==> src/rtl/ps2_host_tx.sv <==
`default_nettype none
// ============================================================================
// ps2_host_tx : PS/2 host-to-device command transmitter (open-drain, filtered)
// Rev 1.0
// ============================================================================
module ps2_host_tx #(
  parameter int INHIBIT_CYC = 12000,
  parameter int TIMEOUT_CYC = 2000000,
  parameter int FILTER_LEN  = 8
) (
  input  logic       Reloj,
  input  logic       RST,
  input  logic       WR,
  input  logic [7:0] DATA_TX,
  input  logic       ps2c_in,
  input  logic       ps2d_in,
  output logic       ps2c_oe,
  output logic       ps2d_oe,
  output logic       BUSY,
  output logic       DONE,
  output logic       ERR
);

  localparam logic [20:0] INH_LAST = 21'(INHIBIT_CYC - 1);
  localparam logic [20:0] TO_LAST  = 21'(TIMEOUT_CYC - 1);

  typedef enum logic [2:0] {
    IDLE      = 3'd0,
    INHIBIT   = 3'd1,
    START     = 3'd2,
    DATA      = 3'd3,
    ACK       = 3'd4,
    WAIT_IDLE = 3'd5
  } state_t;

  state_t                  state_q, state_d;
  logic [20:0]             cnt_q, cnt_d;
  logic [3:0]              n_q, n_d;
  logic [9:0]              frame_q, frame_d;
  logic                    c_oe_q, c_oe_d;
  logic                    d_oe_q, d_oe_d;
  logic                    busy_q, busy_d;
  logic                    done_q, done_d;
  logic                    err_q, err_d;
  logic                    ack_ok_q, ack_ok_d;
  logic [FILTER_LEN-1:0]   c_sh_q, c_sh_d;
  logic [FILTER_LEN-1:0]   d_sh_q, d_sh_d;
  logic                    c_f_q, c_f_d;
  logic                    d_f_q, d_f_d;
  logic                    w_fall_c;
  logic [3:0]              w_next_idx;

  // Filtered level only moves once the whole window agrees.
  always_comb begin
    c_sh_d   = {c_sh_q[FILTER_LEN-2:0], ps2c_in};
    d_sh_d   = {d_sh_q[FILTER_LEN-2:0], ps2d_in};
    c_f_d    = (&c_sh_q) ? 1'b1 : ((~|c_sh_q) ? 1'b0 : c_f_q);
    d_f_d    = (&d_sh_q) ? 1'b1 : ((~|d_sh_q) ? 1'b0 : d_f_q);
    w_fall_c = c_f_q & ~|c_sh_q;
  end

  assign w_next_idx = n_q + 4'd1;

  always_comb begin
    state_d  = state_q;
    cnt_d    = cnt_q;
    n_d      = n_q;
    frame_d  = frame_q;
    c_oe_d   = c_oe_q;
    d_oe_d   = d_oe_q;
    busy_d   = busy_q;
    done_d   = 1'b0;
    err_d    = 1'b0;
    ack_ok_d = ack_ok_q;
    unique case (state_q)
      IDLE: begin
        c_oe_d = 1'b0;
        d_oe_d = 1'b0;
        busy_d = 1'b0;
        if (WR) begin
          frame_d = {1'b1, ~^DATA_TX, DATA_TX};
          n_d     = 4'd0;
          cnt_d   = 21'd0;
          busy_d  = 1'b1;
          c_oe_d  = 1'b1;
          state_d = INHIBIT;
        end
      end
      INHIBIT: begin
        if (cnt_q == INH_LAST) begin
          cnt_d   = 21'd0;
          c_oe_d  = 1'b0;
          d_oe_d  = 1'b1;
          state_d = START;
        end else begin
          cnt_d = cnt_q + 21'd1;
        end
      end
      START, DATA, ACK, WAIT_IDLE: begin
        // Timeout takes priority over any device edge in the same cycle.
        if (cnt_q == TO_LAST) begin
          c_oe_d  = 1'b0;
          d_oe_d  = 1'b0;
          busy_d  = 1'b0;
          err_d   = 1'b1;
          state_d = IDLE;
        end else begin
          cnt_d = cnt_q + 21'd1;
          if (state_q == START) begin
            if (w_fall_c) begin
              n_d     = 4'd0;
              d_oe_d  = ~frame_q[0];
              state_d = DATA;
            end
          end else if (state_q == DATA) begin
            if (w_fall_c) begin
              if (n_q == 4'd9) begin
                n_d      = 4'd10;
                ack_ok_d = ~d_f_q;
                state_d  = ACK;
              end else begin
                n_d    = w_next_idx;
                d_oe_d = ~frame_q[w_next_idx];
              end
            end
          end else if (state_q == ACK) begin
            state_d = WAIT_IDLE;
          end else if (c_f_q && d_f_q) begin
            busy_d  = 1'b0;
            done_d  = ack_ok_q;
            err_d   = ~ack_ok_q;
            state_d = IDLE;
          end
        end
      end
      default: begin
        c_oe_d  = 1'b0;
        d_oe_d  = 1'b0;
        busy_d  = 1'b0;
        state_d = IDLE;
      end
    endcase
  end

  always_ff @(posedge Reloj or negedge RST) begin
    if (!RST) begin
      state_q  <= IDLE;
      cnt_q    <= 21'd0;
      n_q      <= 4'd0;
      frame_q  <= 10'd0;
      c_oe_q   <= 1'b0;
      d_oe_q   <= 1'b0;
      busy_q   <= 1'b0;
      done_q   <= 1'b0;
      err_q    <= 1'b0;
      ack_ok_q <= 1'b0;
      c_sh_q   <= '1;
      d_sh_q   <= '1;
      c_f_q    <= 1'b1;
      d_f_q    <= 1'b1;
    end else begin
      state_q  <= state_d;
      cnt_q    <= cnt_d;
      n_q      <= n_d;
      frame_q  <= frame_d;
      c_oe_q   <= c_oe_d;
      d_oe_q   <= d_oe_d;
      busy_q   <= busy_d;
      done_q   <= done_d;
      err_q    <= err_d;
      ack_ok_q <= ack_ok_d;
      c_sh_q   <= c_sh_d;
      d_sh_q   <= d_sh_d;
      c_f_q    <= c_f_d;
      d_f_q    <= d_f_d;
    end
  end

  assign ps2c_oe = c_oe_q;
  assign ps2d_oe = d_oe_q;
  assign BUSY    = busy_q;
  assign DONE    = done_q;
  assign ERR     = err_q;

endmodule
`default_nettype wire

==> config.mk <==
export PLATFORM = sky130hd
export DESIGN_NAME = ps2_host_tx
export DESIGN_NICKNAME = d
export VERILOG_FILES = /design/src/rtl/ps2_host_tx.sv
export SDC_FILE = /design/constraint.sdc
export NUM_CORES = 1
export LEC_CHECK = 0
export ABC_AREA = 0
export CAP_MARGIN = 20
export CORE_MARGIN = 1
export CORE_UTILIZATION = 33
export DETAILED_ROUTE_END_ITERATION = 10
export GPL_ROUTABILITY_DRIVEN = 0
export PLACE_DENSITY_LB_ADDON = 0.2
export REMOVE_ABC_BUFFERS = 1
export SLEW_MARGIN = 40
export SYNTH_ARGS = -nofsm -noshare
export SYNTH_HDL_FRONTEND = slang
export SYNTH_SLANG_ARGS = --single-unit
==> constraint.sdc <==
create_clock -name Reloj -period 2.35 [get_ports Reloj]
set_clock_uncertainty 0.1 [all_clocks]
set_input_delay 0.47 -clock Reloj [delete_from_list [all_inputs] [get_ports Reloj]]
set_output_delay 0.47 -clock Reloj [all_outputs]
set_load 0.005 [all_outputs]
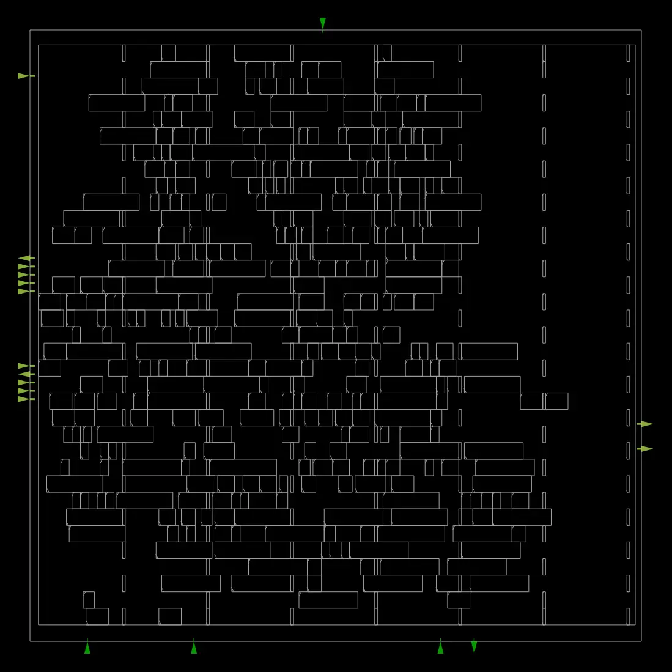
**Above:** run 1 (placement view).
Core Util, Final: 0.412
Seq/total area: 0.410

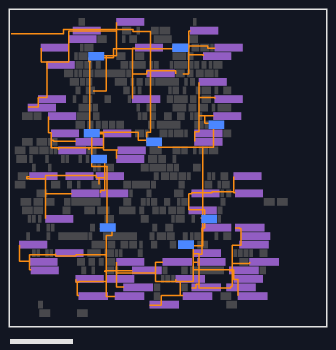
**Above:** run 1 (routed clock nets over the placement).
Scale bar: 20 um.
[clock wires] orange | length: 867 um
[cells driving clock nets] blue | count: 9
[flip-flops] purple | count: 62
flops lie: spread over the die
routed clock nets: 10

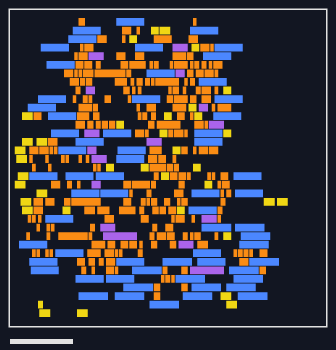
**Above:** run 1 (placed cells, one color a class).
Scale bar: 20 um.
[all other logic] orange | cells: 235
[flops] blue | cells: 62
[clock drivers and dummy loads] purple | cells: 16
[other buffers and delay cells] yellow | cells: 37

==> changes_impl.md, run 1 <==
### Implementation results

- Status: finished clean
- Met1 Track Usage GR: 0.197
- Busiest grt layer: met2
- Max cap viols: 0
- Final hold viol count: 0
- Iteration-0 DRC Markers: 153
- Slew Limit Fails: 0
- Hold Slack: 0.270 ns
- Invs w/o clock: 5
- Hold_sp: d_sh_q[5]
- R2R Setup Slk: 0.17 ns
- # fillers: 916
- Root Buffer: clkbuf_8
- Die area: 10100 sq um
- Layout Nets: 361
- CTS max path bufs: 2
- Crit path to: cnt_q[0]
- CP Class: reg -> reg
- Tool Warnings: 26
- Yosys Warn Count: 0
- Top cells by area: dfrtp_1 34%, dfstp_2 15%, xnor2_1 6.3%
- Sw Share: 0.283
- Comb area share: 0.401
- # clk buffers: 9
- Top cells by count, synth: 44 x dfrtp_1, 43 x nand2_1, 33 x nor2_1
- Peak per-stage delay on the critical path: 0.45 ns
- Final setup viols: 0
- Dpl ws: 0.129 ns
- Xor and xnor area share after synthesis: 0.0713
- Largest register by flop count: cnt_q
- Yosys synthesis chip area: 3190 sq um
- Comb power frac: 0.176
- RR Startpoint: cnt_q[17]
- Internal: 2.16 mW
- Hold depth: 0
- Final ANT Viol Nets: 0
- Global-route met3 utilization: 0.0383
- Met2 usage: 0.205
- ANT cells: 0
- Setup_tns: 0 ns
- Startpoint types: register
- Core Rows: 35
- Num sequential: 62
- Worst Max-Slew Pin Slew: 0.544 ns
- Seq/Total Area, Yosys: 0.493
- Worst EP required: 2.48 ns
- Slew headroom: 0.635
- Non-clk bufs: 37
- Final min period: 2.18 ns
- Initial antenna violation count: 0
- Main logic family: simple AND/OR/NAND/NOR gates
- Post-DP HPWL: 4680 um
- Seq pwr: 1.41 mW
- Max IR drop VDD: 0.000340 V
- Post-Synthesis Cells: 311
- Total power: 3.02 mW
- Reg area: 1570 sq um
- Stages on worst setup path: 7
- Worst Hold Path EP: d_sh_q[6]
- Achievable Freq: 0.459 GHz
- Pwr/cell area: 786 nW/um^2
- CP top delay family: simple AND/OR/NAND/NOR gates
- Reg2reg end: cnt_q[0]
- Most frequent cell on the critical path: nor4_1
- Post-layout period usage: 0.926
- Worst hold path class: reg -> reg
- Clock network power share: 0.357
- Wirelength per Cell: 13.4 um
- PortBufs: 17
- Skew-Pair Late Insertion Delay: 0.35 ns
- Tot GR Track Use: 0.142
- Core ar.: 9330 sq um
- CP bufs+invs: 1
- Top FF cell, synth: dfrtp_1
- Register share of total power: 0.466
- Post-Route M1 WL: 3260 um
- Post-synthesis register bit count: 62
- P_comb: 532 uW
- H-tree depth: 3
- Pin count of the biggest net entering global routing: 26
- Worst r2r path cells: 7
- GRT overflow: 0
- CTS tree: done
- Finished Layout Cells: 479
- Setup bufs post-CTS: 0
- Post-Synth Simple-Gate Area: 0.243
- Reg clk slew, reported paths: 0.08 ns
- Mapped Area: 3190 sq um
- Main power group: registers
==> run 1 -> run 2 <==
--- a/config.mk
+++ b/config.mk
@@ -10,10 +10,13 @@
 export CORE_MARGIN = 1
 export CORE_UTILIZATION = 33
 export DETAILED_ROUTE_END_ITERATION = 10
+export DONT_BUFFER_PORTS = 1
 export GPL_ROUTABILITY_DRIVEN = 0
 export PLACE_DENSITY_LB_ADDON = 0.2
 export REMOVE_ABC_BUFFERS = 1
+export SKIP_LAST_GASP = 1
 export SLEW_MARGIN = 40
 export SYNTH_ARGS = -nofsm -noshare
 export SYNTH_HDL_FRONTEND = slang
 export SYNTH_SLANG_ARGS = --single-unit
+export TNS_END_PERCENT = 30
==> changes_impl.md, run 2 <==
### Implementation results

- Top cell area share: 0.345
- Die Ht: 100 um
- Seq/Total Area, Yosys: 0.493
- Critical Path, Cell by Cell: ha_1 > mux4_1 > mux2_2 > a2111oi_2 > o21a_1
- Worst Max-Slew Pin Slew: 0.525 ns
- Initial antenna violation count: 0
- Max IR drop VDD: 0.000461 V
- Wirelength per Cell: 14.2 um
- DR vias/cell: 4.93
- Max Used Layer: met4
- Hold Slack: 0.126 ns
- Internal: 2.02 mW
- I/O Pins: 18
- Max FFs per register: 21
- Tool Warnings: 26
- R2R Setup Slk: 0.22 ns
- Top flop regs: cnt_q: 21 flops, frame_q: 10 flops
- Final min period: 2.13 ns
- Area growth, synth to finish: 14.4%
- Skew-Pair Late Insertion Delay: 0.35 ns
- Startpoint types: register
- Worst Setup SP: n_q[0]
- Cell Area, Placed: 3370 sq um
- CTS tree: done
- PortBufs: 0
- Post-Synth Simple-Gate Area: 0.243
- Sw Share: 0.293
- Resized cells post-CTS: 0
- Critical Path AT: 2.33 ns
- Worst Hold Path EP: frame_q[3]
- Clk tree area frac: 0.0599
- Reg clk slew, reported paths: 0.08 ns
- CTS max path bufs: 2
- Top FF cell, synth: dfrtp_1
- Non-clk bufs: 16
- RR Startpoint: n_q[0]
- Leak: 1.49 nW
- Met1 Track Usage GR: 0.194
- Post-Synthesis Cells: 311
- GRT overflow: 0
- Global-route met3 utilization: 0.0453
- Register share of total power: 0.495
- CP top delay family: multiplexers
- Comb power frac: 0.159
- Cell type with the largest total area: dfrtp_1
- Total number of vias: 2260
- Layout cell share with drive strength beyond 1: 0.207
- Dpl ws: 0.118 ns
- Power Clock: 990 uW
- Post-DP HPWL: 4560 um
- DRT Pass-1 Iters: 4
- Reg area: 1570 sq um
- Routed WL: 6500 um
- Invs w/o clock: 5
- Main logic family: simple AND/OR/NAND/NOR gates
- Reg2reg end: ps2d_oe
- CP Capture Type: register
- Setup_tns: 0 ns
- Core ar.: 9330 sq um
- Largest register by flop count: cnt_q
- CP bufs+invs: 0
- Top cells by area: dfrtp_1 34%, dfstp_2 15%, xnor2_1 6.3%
- H-tree depth: 3
- Ao+oa area frac: 0.117
- Worst hold path class: in -> reg
- Total power: 2.86 mW
- Achievable Freq: 0.468 GHz
- Pwr/cell area: 783 nW/um^2
- Core Util, Final: 0.392
- Pin count of the biggest net entering global routing: 63
- CP max stage cell: dfrtp_1
- MI comb cells: 230
- Status: finished clean
- Yosys Warn Count: 0
- Hold_sp: DATA_TX[3]
- Seq/total area: 0.431
- MI comb area: 1530 sq um
- Post-CTS Hold Fix Bufs: 3
- Seq pwr: 1.42 mW
- Post-synth EDFFs: 0
- Iteration-0 DRC Markers: 131
- FP Util: 0.342
- Main power group: registers
- Busiest grt layer: met2
- CTS Sinks: 62
- Cells in synth_stat.txt: 311
- # clk buffers: 11
- Final setup viols: 0
- Num sequential: 62
- Met2 WL: 2860 um
- Sw power: 838 uW
- # fillers: 899
- Root Buffer: clkbuf_8
- Max Fanout on Critical Path: 8
- Largest cell class: sequential cells
- Avg Cell Area, Syn: 10.3 sq um
- Xor and xnor area share after synthesis: 0.0713
- Post-layout period usage: 0.909
- RSZ-0062 raised after global routing: false
- Setup bufs post-CTS: 0
- CP Class: reg -> reg
- Final ANT Viol Nets: 0
- Post-synthesis register bit count: 62
- Number of global-route vias before repair: 2268
- Post-Route M1 WL: 3270 um
- Layout Nets: 340
- P_comb: 454 uW
- Crit path to: ps2d_oe
- Yosys synthesis chip area: 3190 sq um
- Mapped Area: 3190 sq um
- Clock network power share: 0.346
- Inst Count DP: 438
- Met3 routed WL: 256 um
- Met2 usage: 0.213
- Top cells by count, synth: 44 x dfrtp_1, 43 x nand2_1, 33 x nor2_1
- Max cap viols: 0
- Post-synthesis async set-or-reset flop share: 1.00
- Slew headroom: 0.647
- Slew Limit Fails: 0
- Worst r2r path cells: 5
- Die area: 10100 sq um
- Tot GR Track Use: 0.144
- Peak per-stage delay on the critical path: 0.49 ns
- Most frequent cells in the layout: 44 x dfrtp_1, 43 x nand2_1, 33 x nor2_1
- Number of tap instances: 129
- Hold depth: 2
- Final hold viol count: 0
- Mux area share: 0.0333
- Stages on worst setup path: 5
- Worst EP required: 2.54 ns
- ANT cells: 0
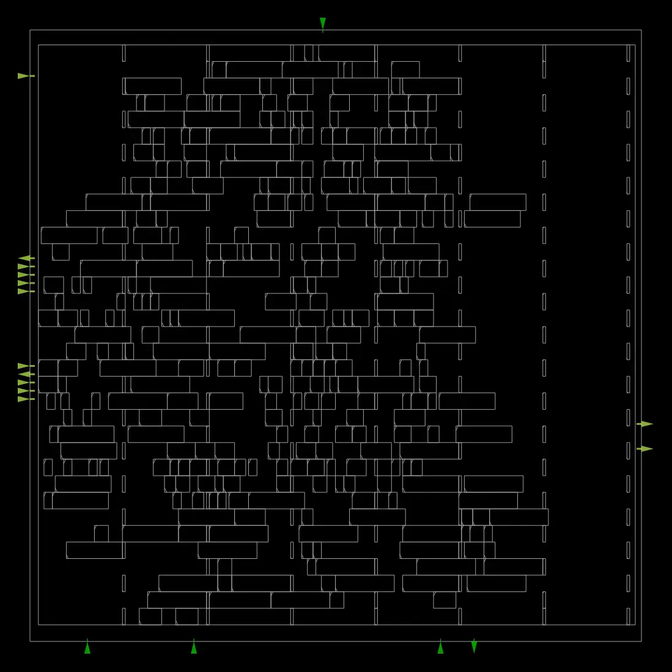
**Above:** run 2 (placement view).
Finished Layout Cells: 458
Core Rows: 35

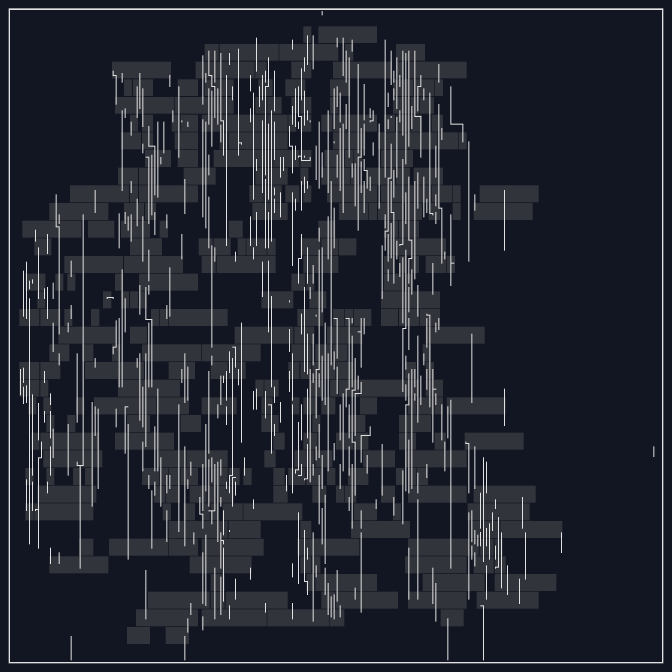
**Above:** run 2 (M2 wires).
wire length on this layer: 2860 um
share of all routed wire: 44%
nets with wire on the layer: 275
main direction: vertical

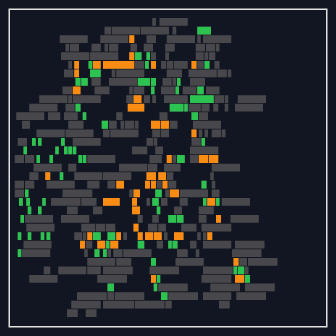
**Above:** run 2 (selected gate families).
[NAND gates] green | cells: 73 | most used: nand2_1
[inverting AOI/OAI gates] orange | cells: 45 | most used: a21oi_1
most instantiated logic cell after routing: dfrtp_1
Comb area share: 0.420

==> run 2 -> run 3 <==
--- a/config.mk
+++ b/config.mk
@@ -12,6 +12,7 @@
 export DETAILED_ROUTE_END_ITERATION = 10
 export DONT_BUFFER_PORTS = 1
 export GPL_ROUTABILITY_DRIVEN = 0
+export GPL_TIMING_DRIVEN = 0
 export PLACE_DENSITY_LB_ADDON = 0.2
 export REMOVE_ABC_BUFFERS = 1
 export SKIP_LAST_GASP = 1
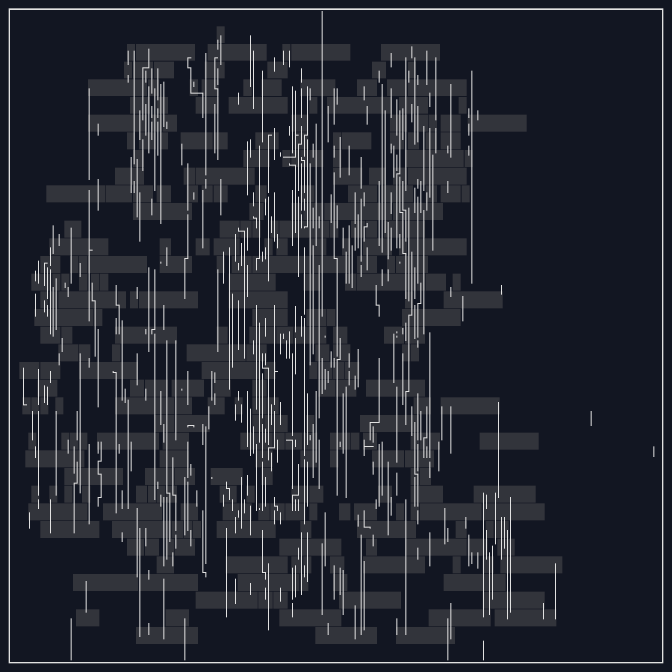
**Above:** run 3 (M2 wires).
wire length on this layer: 2820 um
nets with wire on the layer: 266
main direction: vertical
total number of vias: 2254
Routed WL: 6320 um
met2 usage: 0.213

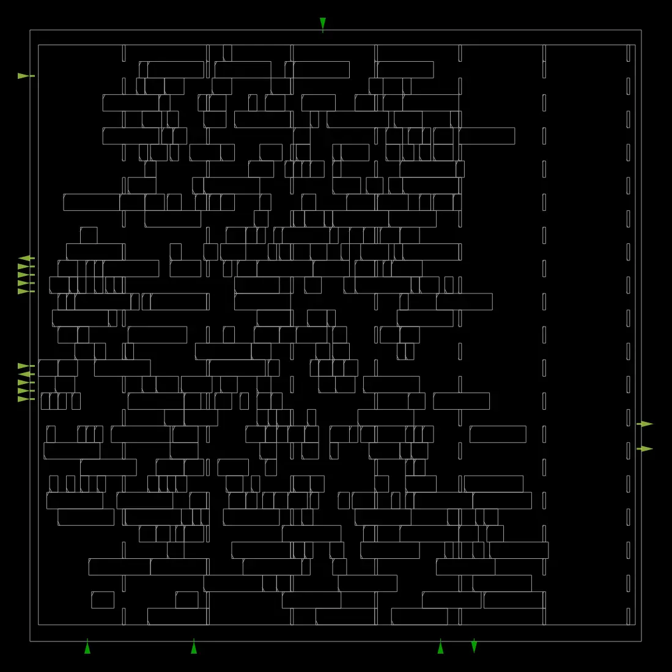
**Above:** run 3 (placement view).
Core Util, Final: 0.381
Core ar.: 9330 sq um
number of tap instances: 129
# fillers: 931
num sequential: 62

==> changes_impl.md, run 3 <==
### Implementation results

- DR vias/cell: 5.02
- Top FF cell, synth: dfrtp_1
- Clk tree area frac: 0.0469
- Xor and xnor area share after synthesis: 0.0713
- Pwr/cell area: 751 nW/um^2
- Comb area share: 0.435
- Slew Limit Fails: 0
- Top flop regs: cnt_q: 21 flops, frame_q: 10 flops
- Seq/total area: 0.443
- CP max stage cell: dfrtp_1
- Mux area share: 0.0333
- Post-synthesis register bit count: 62
- Post-layout period usage: 0.974
- Die area: 10100 sq um
- Total power: 2.67 mW
- Sw Share: 0.297
- P_comb: 452 uW
- Comb power frac: 0.170
- Critical Path, Cell by Cell: nor4_1 > nand4_1 > nor4_1 > nor3_1 > nand2b_1 > mux2_2
- Largest register by flop count: cnt_q
- Avg Cell Area, Syn: 10.3 sq um
- Worst Max-Slew Pin Slew: 0.602 ns
- Largest cell class: sequential cells
- Worst r2r path cells: 6
- Final ANT Viol Nets: 0
- Inst Count DP: 429
- Most frequent cell on the critical path: nor4_1
- Cells in synth_stat.txt: 311
- Ao+oa area frac: 0.117
- GRT overflow: 0
- Yosys synthesis chip area: 3190 sq um
- Initial antenna violation count: 0
- Hold Slack: 0.0254 ns
- Layout cell share with drive strength beyond 1: 0.188
- Status: finished clean
- Final min period: 2.29 ns
- Max FFs per register: 21
- Pin count of the biggest net entering global routing: 63
- Top cells by count, synth: 44 x dfrtp_1, 43 x nand2_1, 33 x nor2_1
- Tool Warnings: 27
- Number of global-route vias before repair: 2231
- Yosys Warn Count: 0
- Dpl ws: -0.261 ns
- Most instantiated logic cell after routing: dfrtp_1
- Worst EP required: 2.47 ns
- Post-Route M1 WL: 3160 um
- Iteration-0 DRC Markers: 72
- Mapped Area: 3190 sq um
- FP Util: 0.342
- Final setup viols: 0
- H-tree depth: 3
- I/O Pins: 18
- CTS max path bufs: 2
- CTS Sinks: 62
- Worst Hold Path EP: d_sh_q[0]
- Tot GR Track Use: 0.141
- CTS tree: done
- Post-Synth Simple-Gate Area: 0.243
- Post-synthesis async set-or-reset flop share: 1.00
- MI comb area: 1550 sq um
- Critical Path AT: 2.41 ns
- RSZ-0062 raised after global routing: true
- Max Fanout on Critical Path: 5
- Finished Layout Cells: 449
- Reg clk slew, reported paths: 0.07 ns
- Met2 WL: 2820 um
- Post-CTS Hold Fix Bufs: 2
- Layout Nets: 331
- ANT cells: 0
- Max Used Layer: met4
- Startpoint types: register
- Peak per-stage delay on the critical path: 0.45 ns
- PortBufs: 0
- DRT Pass-1 Iters: 4
- Cell type with the largest total area: dfrtp_1
- MI comb cells: 230
- Die Ht: 100 um
- Main power group: registers
- Internal: 1.87 mW
- Wirelength per Cell: 14.1 um
- Root Buffer: clkbuf_8
- Max IR drop VDD: 0.000341 V
- Invs w/o clock: 5
- Reg area: 1570 sq um
- Stages on worst setup path: 6
- Slew headroom: 0.595
- RR Startpoint: cnt_q[17]
- CP top delay family: simple AND/OR/NAND/NOR gates
- Seq pwr: 1.42 mW
- Worst hold path class: in -> reg
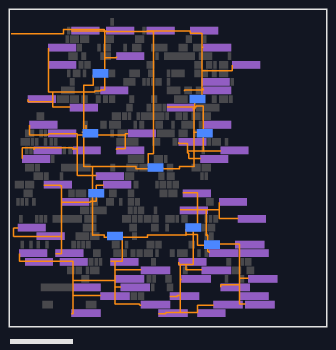
**Above:** run 3 (routed clock nets over the placement).
Scale bar: 20 um.
[cells driving clock nets] blue | count: 9
[flip-flops] purple | count: 62
[clock wires] orange | length: 865 um
flops lie: spread over the die
routed clock nets: 10
clock network power share: 0.298
Skew-Pair Late Insertion Delay: 0.34 ns
Power Clock: 795 uW

Power and IR drop assume default switching activity.
